## config.mk

```make
export PLATFORM = sky130hd
export DESIGN_NAME = pipe_stage_reg_flat
export DESIGN_NICKNAME = d
export VERILOG_FILES = /design/src/rtl/pipe_stage_reg_pkg.sv /design/src/rtl/pipe_stage_reg_if.sv /design/src/rtl/pipe_stage_reg_slot.sv /design/src/rtl/pipe_stage_reg.sv /design/src/flat_wrapper.sv
export SDC_FILE = /design/constraint.sdc
export NUM_CORES = 1
export LEC_CHECK = 0
export ABC_AREA = 1
export CAP_MARGIN = 20
export CELL_PAD_IN_SITES_DETAIL_PLACEMENT = 0
export CELL_PAD_IN_SITES_GLOBAL_PLACEMENT = 1
export CORE_MARGIN = 1
export CORE_UTILIZATION = 35
export DETAILED_ROUTE_END_ITERATION = 16
export GPL_TIMING_DRIVEN = 0
export HOLD_SLACK_MARGIN = 0.15
export PLACE_DENSITY = 0.76
export SLEW_MARGIN = 20
export SYNTH_ARGS = -nofsm -noshare
export SYNTH_HDL_FRONTEND = slang
export SYNTH_HIERARCHICAL = 1
export SYNTH_SLANG_ARGS = --single-unit
```

## constraint.sdc

```tcl
create_clock -name clk -period 5.8 [get_ports clk]
set_clock_uncertainty 0.2 [all_clocks]
set_input_delay 1.16 -clock clk [delete_from_list [all_inputs] [get_ports clk]]
set_output_delay 1.16 -clock clk [all_outputs]
set_load 0.05 [all_outputs]
```

## src/rtl/pipe_stage_reg_pkg.sv

```systemverilog
// Shared types and CPU control-field layout for the generic pipeline stage register.
package pipe_stage_reg_pkg;

  typedef enum logic [1:0] {
    ST_EMPTY = 2'd0,
    ST_ONE   = 2'd1,
    ST_FULL  = 2'd2
  } pipe_state_e;

  localparam int ID_EX_CTRL_W  = 16;
  localparam int REG_WRITE_BIT = 0;
  localparam int MEM_READ_BIT  = 1;
  localparam int MEM_WRITE_BIT = 2;
  localparam int BRANCH_BIT    = 3;
  localparam int JUMP_BIT      = 4;

  function automatic logic [ID_EX_CTRL_W-1:0] ctrl_bit(input int idx);
    logic [ID_EX_CTRL_W-1:0] m;
    m      = '0;
    m[idx] = 1'b1;
    return m;
  endfunction

  // Bits that must not take effect for a squashed instruction, per stage boundary
  localparam logic [ID_EX_CTRL_W-1:0] ID_EX_KILL_MASK =
    ctrl_bit(REG_WRITE_BIT) | ctrl_bit(MEM_READ_BIT) | ctrl_bit(MEM_WRITE_BIT);
  localparam logic [ID_EX_CTRL_W-1:0] EX_MEM_KILL_MASK =
    ctrl_bit(REG_WRITE_BIT) | ctrl_bit(MEM_READ_BIT) | ctrl_bit(MEM_WRITE_BIT);
  localparam logic [ID_EX_CTRL_W-1:0] MEM_WB_KILL_MASK = ctrl_bit(REG_WRITE_BIT);

endpackage

```

## src/rtl/pipe_stage_reg_if.sv

```systemverilog
// Valid/ready beat channel carrying a payload and a control vector.
interface pipe_stage_reg_if #(
  parameter int DATA_W = 32,
  parameter int CTRL_W = 16
);
  logic              valid;
  logic              ready;
  logic [DATA_W-1:0] data;
  logic [CTRL_W-1:0] ctrl;

  modport master (output valid, output data, output ctrl, input ready);
  modport slave  (input valid, input data, input ctrl, output ready);
endinterface

```

## src/rtl/pipe_stage_reg_slot.sv

```systemverilog
// One {valid,data,ctrl} pipeline entry; load has priority over clear, mask zeroes ctrl bits.
module pipe_stage_reg_slot #(
  parameter int DATA_W = 32,
  parameter int CTRL_W = 16
) (
  input  logic              clk,
  input  logic              reset,
  input  logic              load_i,
  input  logic              clear_i,
  input  logic              valid_i,
  input  logic [DATA_W-1:0] data_i,
  input  logic [CTRL_W-1:0] ctrl_i,
  input  logic [CTRL_W-1:0] mask_i,
  output logic              valid_o,
  output logic [DATA_W-1:0] data_o,
  output logic [CTRL_W-1:0] ctrl_o
);

  logic              valid_q, valid_d;
  logic [DATA_W-1:0] data_q, data_d;
  logic [CTRL_W-1:0] ctrl_q, ctrl_d;

  always_comb begin
    valid_d = valid_q;
    data_d  = data_q;
    ctrl_d  = ctrl_q;
    if (load_i) begin
      valid_d = valid_i;
      data_d  = data_i;
      ctrl_d  = ctrl_i & ~mask_i;
    end else if (clear_i) begin
      // payload is left in place; only the masked control bits are scrubbed
      valid_d = 1'b0;
      ctrl_d  = ctrl_q & ~mask_i;
    end
  end

  always_ff @(posedge clk) begin
    if (!reset) begin
      valid_q <= 1'b0;
      data_q  <= '0;
      ctrl_q  <= '0;
    end else begin
      valid_q <= valid_d;
      data_q  <= data_d;
      ctrl_q  <= ctrl_d;
    end
  end

  assign valid_o = valid_q;
  assign data_o  = data_q;
  assign ctrl_o  = ctrl_q;

endmodule

```

## src/rtl/pipe_stage_reg.sv

```systemverilog
// Generic pipeline stage register: valid/ready handshake, optional skid entry,
// flush as drop or bubble, saturating stall counter.
//   state    | meaning
//   ST_EMPTY | no entry held, occupancy 0
//   ST_ONE   | main entry valid, occupancy 1
//   ST_FULL  | main + skid valid, occupancy 2, input blocked (SKID=1 only)
module pipe_stage_reg
  import pipe_stage_reg_pkg::*;
#(
  parameter int                DATA_W     = 32,
  parameter int                CTRL_W     = 16,
  parameter logic [CTRL_W-1:0] KILL_MASK  = {CTRL_W{1'b1}},
  parameter int                SKID       = 1,
  parameter int                FLUSH_MODE = 0,
  parameter int                CNT_W      = 16
) (
  input  logic             clk,
  input  logic             reset,
  pipe_stage_reg_if.slave  in_if,
  pipe_stage_reg_if.master out_if,
  input  logic             flush_i,
  output logic [1:0]       occupancy_o,
  output logic [CNT_W-1:0] stall_cnt_o
);

  pipe_state_e       state_q, state_d;
  logic              in_ready, acc_in, acc_out;
  logic              main_load, main_clear, main_from_skid, main_vld_in;
  logic [CTRL_W-1:0] main_mask;
  logic              main_valid;
  logic [DATA_W-1:0] main_data, main_data_in;
  logic [CTRL_W-1:0] main_ctrl, main_ctrl_in;
  logic              skid_valid;
  logic [DATA_W-1:0] skid_data;
  logic [CTRL_W-1:0] skid_ctrl;
  logic [CNT_W-1:0]  stall_q, stall_d;

  assign acc_in  = in_if.valid & in_ready;
  assign acc_out = main_valid & out_if.ready;

  always_comb begin
    state_d        = state_q;
    main_load      = 1'b0;
    main_clear     = 1'b0;
    main_from_skid = 1'b0;
    main_vld_in    = 1'b1;
    main_mask      = '0;
    if (flush_i) begin
      main_mask = KILL_MASK;
      if (FLUSH_MODE == 0) begin
        main_clear = 1'b1;
        state_d    = ST_EMPTY;
      end else begin
        main_load   = 1'b1;
        main_vld_in = in_if.valid;
        state_d     = in_if.valid ? ST_ONE : ST_EMPTY;
      end
    end else begin
      case (state_q)
        ST_EMPTY: begin
          if (acc_in) begin
            main_load = 1'b1;
            state_d   = ST_ONE;
          end
        end
        ST_ONE: begin
          if ((SKID != 0) && acc_in && !acc_out) begin
            state_d = ST_FULL;
          end else if (acc_in) begin
            main_load = 1'b1;
          end else if (acc_out) begin
            main_clear = 1'b1;
            state_d    = ST_EMPTY;
          end
        end
        ST_FULL: begin
          if (acc_out) begin
            main_load      = 1'b1;
            main_from_skid = 1'b1;
            state_d        = ST_ONE;
          end
        end
        default: state_d = ST_EMPTY;
      endcase
    end
  end

  always_ff @(posedge clk) begin
    if (!reset) begin
      state_q <= ST_EMPTY;
    end else begin
      state_q <= state_d;
    end
  end

  assign main_data_in = main_from_skid ? skid_data : in_if.data;
  assign main_ctrl_in = main_from_skid ? skid_ctrl : in_if.ctrl;

  pipe_stage_reg_slot #(.DATA_W(DATA_W), .CTRL_W(CTRL_W)) u_main (
    .clk     (clk),
    .reset   (reset),
    .load_i  (main_load),
    .clear_i (main_clear),
    .valid_i (main_vld_in),
    .data_i  (main_data_in),
    .ctrl_i  (main_ctrl_in),
    .mask_i  (main_mask),
    .valid_o (main_valid),
    .data_o  (main_data),
    .ctrl_o  (main_ctrl)
  );

  if (SKID != 0) begin : g_skid
    logic in_ready_q;
    logic skid_load, skid_clear;

    assign skid_load  = ~flush_i & (state_q == ST_ONE) & acc_in & ~acc_out;
    assign skid_clear = flush_i | ((state_q == ST_FULL) & acc_out);

    always_ff @(posedge clk) begin
      if (!reset) begin
        in_ready_q <= 1'b0;
      end else begin
        in_ready_q <= (state_d != ST_FULL);
      end
    end

    // A flush always swallows the incoming beat, even from the FULL state
    assign in_ready = in_ready_q | (flush_i & reset);

    pipe_stage_reg_slot #(.DATA_W(DATA_W), .CTRL_W(CTRL_W)) u_skid (
      .clk     (clk),
      .reset   (reset),
      .load_i  (skid_load),
      .clear_i (skid_clear),
      .valid_i (1'b1),
      .data_i  (in_if.data),
      .ctrl_i  (in_if.ctrl),
      .mask_i  ({CTRL_W{1'b0}}),
      .valid_o (skid_valid),
      .data_o  (skid_data),
      .ctrl_o  (skid_ctrl)
    );
  end else begin : g_no_skid
    assign in_ready   = ~main_valid | out_if.ready | flush_i;
    assign skid_valid = 1'b0;
    assign skid_data  = '0;
    assign skid_ctrl  = '0;
  end

  always_comb begin
    stall_d = stall_q;
    if (main_valid && !out_if.ready && !flush_i && !(&stall_q)) begin
      stall_d = stall_q + {{(CNT_W-1){1'b0}}, 1'b1};
    end
  end

  always_ff @(posedge clk) begin
    if (!reset) begin
      stall_q <= '0;
    end else begin
      stall_q <= stall_d;
    end
  end

  assign in_if.ready  = in_ready;
  assign out_if.valid = main_valid;
  assign out_if.data  = main_data;
  assign out_if.ctrl  = main_ctrl;
  assign occupancy_o  = {1'b0, main_valid} + {1'b0, skid_valid};
  assign stall_cnt_o  = stall_q;

endmodule
```

## src/flat_wrapper.sv

```systemverilog
// flat-port wrapper written by rule: the top's interface ports become plain ports
module pipe_stage_reg_flat import pipe_stage_reg_pkg::*;
#(
  parameter int                DATA_W     = 32,
  parameter int                CTRL_W     = 16,
  parameter logic [CTRL_W-1:0] KILL_MASK  = {CTRL_W{1'b1}},
  parameter int                SKID       = 1,
  parameter int                FLUSH_MODE = 0,
  parameter int                CNT_W      = 16
)
  (clk, reset, flush_i, occupancy_o, stall_cnt_o, in_if_valid, in_if_data, in_if_ctrl, in_if_ready, out_if_valid, out_if_data, out_if_ctrl, out_if_ready);
  pipe_stage_reg_if #(.DATA_W(DATA_W), .CTRL_W(CTRL_W)) in_if_i ();
  pipe_stage_reg_if #(.DATA_W(DATA_W), .CTRL_W(CTRL_W)) out_if_i ();
  input  logic clk;
  input  logic reset;
  input  logic flush_i;
  output logic [1:0] occupancy_o;
  output logic [CNT_W-1:0] stall_cnt_o;
  input wire logic [$bits(in_if_i.valid)-1:0] in_if_valid;
  input wire logic [$bits(in_if_i.data)-1:0] in_if_data;
  input wire logic [$bits(in_if_i.ctrl)-1:0] in_if_ctrl;
  output wire logic [$bits(in_if_i.ready)-1:0] in_if_ready;
  output wire logic [$bits(out_if_i.valid)-1:0] out_if_valid;
  output wire logic [$bits(out_if_i.data)-1:0] out_if_data;
  output wire logic [$bits(out_if_i.ctrl)-1:0] out_if_ctrl;
  input wire logic [$bits(out_if_i.ready)-1:0] out_if_ready;
  assign in_if_i.valid = in_if_valid;
  assign in_if_i.data = in_if_data;
  assign in_if_i.ctrl = in_if_ctrl;
  assign in_if_ready = in_if_i.ready;
  assign out_if_valid = out_if_i.valid;
  assign out_if_data = out_if_i.data;
  assign out_if_ctrl = out_if_i.ctrl;
  assign out_if_i.ready = out_if_ready;
  pipe_stage_reg #(.DATA_W(DATA_W), .CTRL_W(CTRL_W), .KILL_MASK(KILL_MASK), .SKID(SKID), .FLUSH_MODE(FLUSH_MODE), .CNT_W(CNT_W)) u_core (.clk(clk), .reset(reset), .in_if(in_if_i), .out_if(out_if_i), .flush_i(flush_i), .occupancy_o(occupancy_o), .stall_cnt_o(stall_cnt_o));
endmodule
```

==> Changelog: implementation, run 1 <==
### Metrics

* Core area at roughly 16000 um^2
* Placed Area at 7268 um^2
* Leakage at about 3.2 nW
* Basic Gates by Area at 28.70%
* Post-synth seq share at roughly 40%
* Crit path depth at 4
* Antenna violations before repair at 0
* Top cells by count: nor2_1, nand2_1, dfxtp_1
* Final Non-Filler Cells at 1167
* Yosys aoi share at roughly a tenth
* CP max FO at 21
* Ys flop type: dfxtp_1
* Placed Instances at 1135
* Top power group: clock
* Non-clock buffers at ~160
* # DRC at 0
* Core Rows at 46
* Antenna cells at 0
* Max Slew Vio Count at 0
* IO Pins at between 100 and 150
* Hold path startpoint: u_core/g_skid.u_skid/data_o[31]
* Detailed router's first-iteration violation count at between 200 and 250
* Post-synth ARST share at 0%
* Switching part of the total power at 24.33%
* Tool warnings at 26
* Chip area at between 15000 and 20000 um^2
* Vias in the first global route at a little under 5000
* Flop area at between 2000 and 2500 um^2
* Fillers at ~1600
* Net total in the final layout at 993
* Num tapcells at around 220
* Resize count post-CTS at 0
* Worst r2r src: u_core/u_main/valid_o
* Status: finished, final reports clean
* Leading cell kind: combinational gates
* Worst hold path class: reg -> reg
* Fin util at about 50%
* Total length of routed wires at between 15 and 20 mm
* Slew Limit Headroom at 52.39%
* Crit. Startpoint: flush_i
* Max-Cap Viols at 0
* Final instance area at 7900 um^2
* Die X at approximately 130 um
* Critical path endpoint category: output port
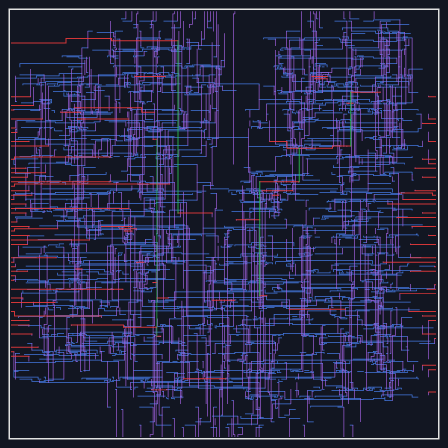
Fig. 1. Routed metal, one colour a layer (run 1).
legend:
  red:
    layer: met3
    wire_length: 881 um
  blue:
    layer: met1
    wire_length: 7540 um
  green:
    layer: met4
    wire_length: 173 um
  purple:
    layer: met2
    wire_length: 6820 um

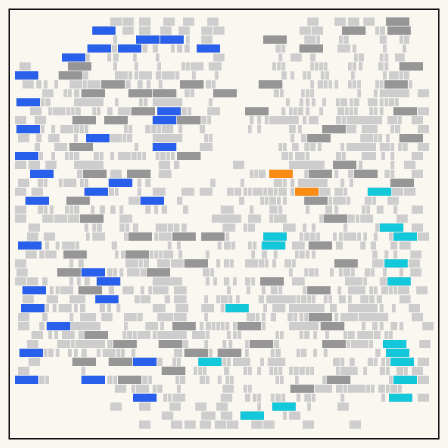
Fig. 2. Sequential cells coloured by netlist name (run 1).
legend:
  cyan:
    signal: `u_core/u_main/ctrl_o`
    placed_flops: 16
  blue:
    signal: `u_core/u_main/data_o`
    placed_flops: 32
  orange:
    signal: `u_core/state_q`
    placed_flops: 2
not coloured: 67

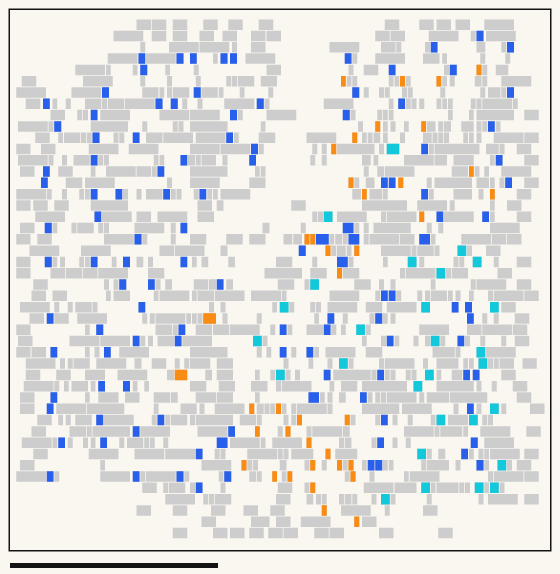
Fig. 3. Gate-type map (run 1).
The bar under the picture is 50 um long.
legend:
  cyan:
    family: AND and OR gates
    cells: 28
    most_used: and2_1
  blue:
    family: inverting AOI/OAI gates
    cells: 117
    most_used: o21ai_0
    where: widely spread
  orange:
    family: inverters
    cells: 39
    most_used: inv_1

==> inputs of run 2 (changes only) <==
--- a/config.mk
+++ b/config.mk
@@ -10,11 +10,11 @@
 export CELL_PAD_IN_SITES_DETAIL_PLACEMENT = 0
 export CELL_PAD_IN_SITES_GLOBAL_PLACEMENT = 1
 export CORE_MARGIN = 1
-export CORE_UTILIZATION = 35
+export CORE_UTILIZATION = 33
 export DETAILED_ROUTE_END_ITERATION = 16
 export GPL_TIMING_DRIVEN = 0
 export HOLD_SLACK_MARGIN = 0.15
-export PLACE_DENSITY = 0.76
+export PLACE_DENSITY = 0.75
 export SLEW_MARGIN = 20
 export SYNTH_ARGS = -nofsm -noshare
 export SYNTH_HDL_FRONTEND = slang
==> constraint.sdc (replaced) <==
create_clock -name clk -period 3.6 [get_ports clk]
set_clock_uncertainty 0.2 [all_clocks]
set_input_delay 0.72 -clock clk [delete_from_list [all_inputs] [get_ports clk]]
set_output_delay 0.72 -clock clk [all_outputs]
set_load 0.05 [all_outputs]
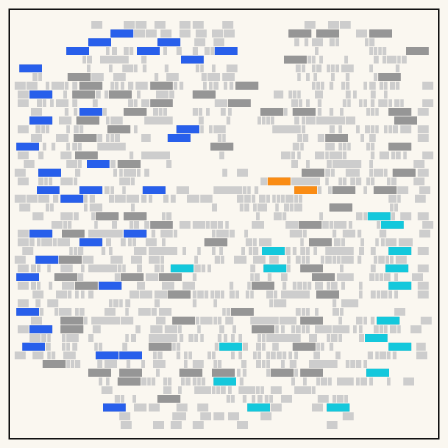
Fig. 4. Sequential cells coloured by netlist name (run 2).
legend:
  orange:
    signal: `u_core/state_q`
    placed_flops: 2
  blue:
    signal: `u_core/u_main/data_o`
    placed_flops: 32
  cyan:
    signal: `u_core/u_main/ctrl_o`
    placed_flops: 16
not coloured: 67

==> Changelog: implementation, run 2 <==
### Metrics

* Yosys aoi share at 10.53% (unchanged)
* Basic Gates by Area at 28.70% (unchanged)
* Register-to-register setup slack at roughly 1.4 ns
* Leading cell kind: combinational gates
* Core area at 16760 um^2 (+5.1%)
* Crit path depth at 4 (unchanged)
* Tool warnings at 26 (unchanged)
* Post-synth ARST share at 0% (unchanged)
* Flop area at 2342 um^2 (unchanged)
* Placed Instances at 1139 (+0.35%)
* Antenna cells at 0 (unchanged)
* Vias in the first global route at 4842 (-2.3%)
* Final instance area at 7859 um^2 (-0.52%)
* Gpl congestion at ~0.76
* Clock Tree Buf Depth at 2
* Placed Area at 7273 um^2 (about the same)
* CP max FO at 21 (unchanged)
* Post-synth seq share at 40.83% (unchanged)
* Top power group: clock
* Crit. Startpoint: flush_i
* Ys flop type: dfxtp_1
* Average wire per standard cell at roughly 13 um
* Fin util at 46.89% (-2.7 points)
* Worst r2r src: u_core/u_main/valid_o
* Total length of routed wires at 15.36 mm (-0.33%)
* Num tapcells at 220 (+1.9%)
* Max Slew Vio Count at 0 (unchanged)
* Worst hold path class: reg -> reg
* Core Rows at 47 (+2.2%)
* Fillers at 1742 (+7.9%)
* Leakage at 3.195 nW (-0.98%)
* Slew Limit Headroom at 51.68% (-0.71 points)
* Resize count post-CTS at 1 (+1)
* Ys flops at between 100 and 150
* Final Non-Filler Cells at 1171 (+0.34%)
* Status: finished, final reports clean
* IO Pins at 121 (unchanged)
* Net total in the final layout at 993 (unchanged)
* Non-clock buffers at 164 (unchanged)
* Critical path endpoint category: output port
==> inputs of run 3 (changes only) <==
--- a/config.mk
+++ b/config.mk
@@ -14,6 +14,7 @@
 export DETAILED_ROUTE_END_ITERATION = 16
 export GPL_TIMING_DRIVEN = 0
 export HOLD_SLACK_MARGIN = 0.15
+export MAX_ROUTING_LAYER = met4
 export PLACE_DENSITY = 0.75
 export SLEW_MARGIN = 20
 export SYNTH_ARGS = -nofsm -noshare
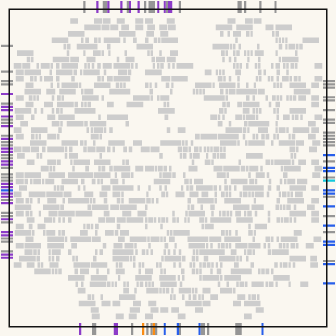
Fig. 5. I/O pins on the die edge (run 3).
Pins as bars across the die edge, other pins in grey.
legend:
  cyan:
    port: `reset`
    pins: 1
    direction: input
    edge: right
  blue:
    port: `out_if_ctrl`
    pins: 16
    direction: output
    edge: 11 right, 4 bottom, 1 left
  orange:
    port: `occupancy_o`
    pins: 2
    direction: output
    edge: bottom
  purple:
    port: `in_if_data`
    pins: 32
    direction: input
    edge: 20 left, 9 top, 3 bottom
all pins by edge: 44 left, 31 right, 24 top, 22 bottom

==> Changelog: implementation, run 3 <==
### Metrics

* Average wire per standard cell at 13.14 um (+0.19%)
* Worst hold path class: reg -> reg
* Leading cell kind: combinational gates
* Antenna cells at 1 (+1)
* CP max FO at 21 (unchanged)
* Critical path endpoint category: output port
* Total length of routed wires at 15.40 mm (+0.27%)
* CTS tree: built
* Core area at 16760 um^2 (unchanged)
* Net total in the final layout at 993 (unchanged)
* Ys flops at 117 (unchanged)
* Resize count post-CTS at 1 (unchanged)
* Status: finished, final reports clean
* Worst Path Arrival at approximately 2.4 ns
* Clock buffer count at 17
* Clock Tree Buf Depth at 2 (unchanged)
* Max Slew Vio Count at 0 (unchanged)
* Vias in the first global route at 4851 (+0.19%)
* Non-clock buffers at 164 (unchanged)
* Top power group: clock
* Yosys aoi share at 10.53% (unchanged)
* Register-to-register setup slack at 1.35 ns (about the same)
* Ys flop type: dfxtp_1
* Antenna violations before repair at 1
* Crit path depth at 4 (unchanged)
* Tool warnings at 26 (unchanged)
* Flop area at 2342 um^2 (unchanged)
* Final Non-Filler Cells at 1172 (+0.085%)
* Placed Instances at 1139 (unchanged)
* Core Rows at 47 (unchanged)
* Final instance area at 7861 um^2 (about the same)
* Post-synth seq share at 40.83% (unchanged)
* Gpl congestion at 0.7703 (+1.3%)
* Crit. Startpoint: flush_i
* Num tapcells at 220 (unchanged)
* Leakage at 3.195 nW (unchanged)
* Worst r2r src: u_core/u_main/valid_o
* Fin util at 46.91% (about the same)
* Basic Gates by Area at 28.70% (unchanged)

==> screenshots <==
Clock wiring as the flow saved it.
image #1
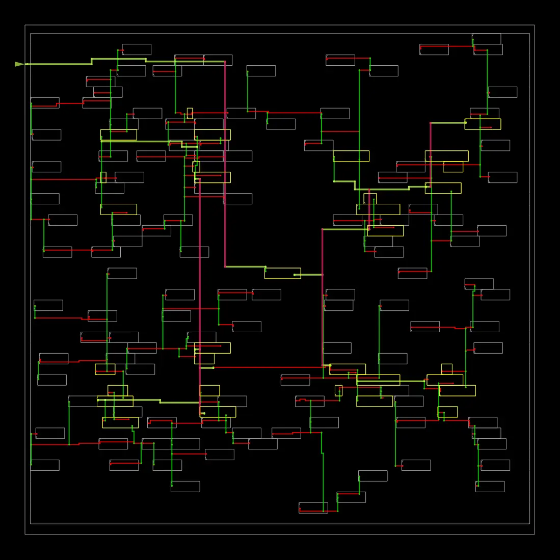
image #2
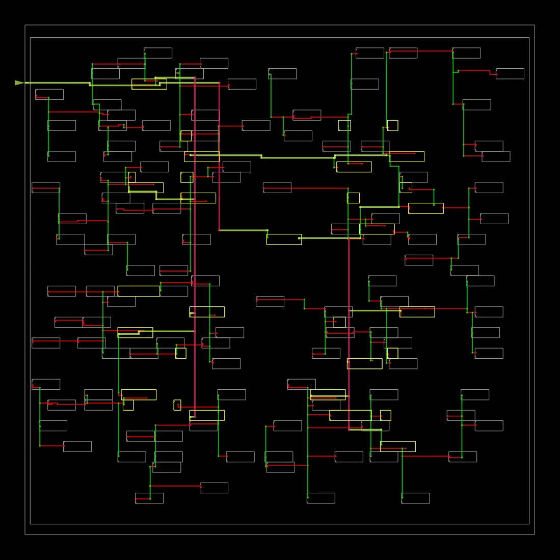
Of these, most clock buffers: image #1
- image #2 = run 2
- image #1 = run 1

No activity file was given, so power comes from the tool's default toggle rates.
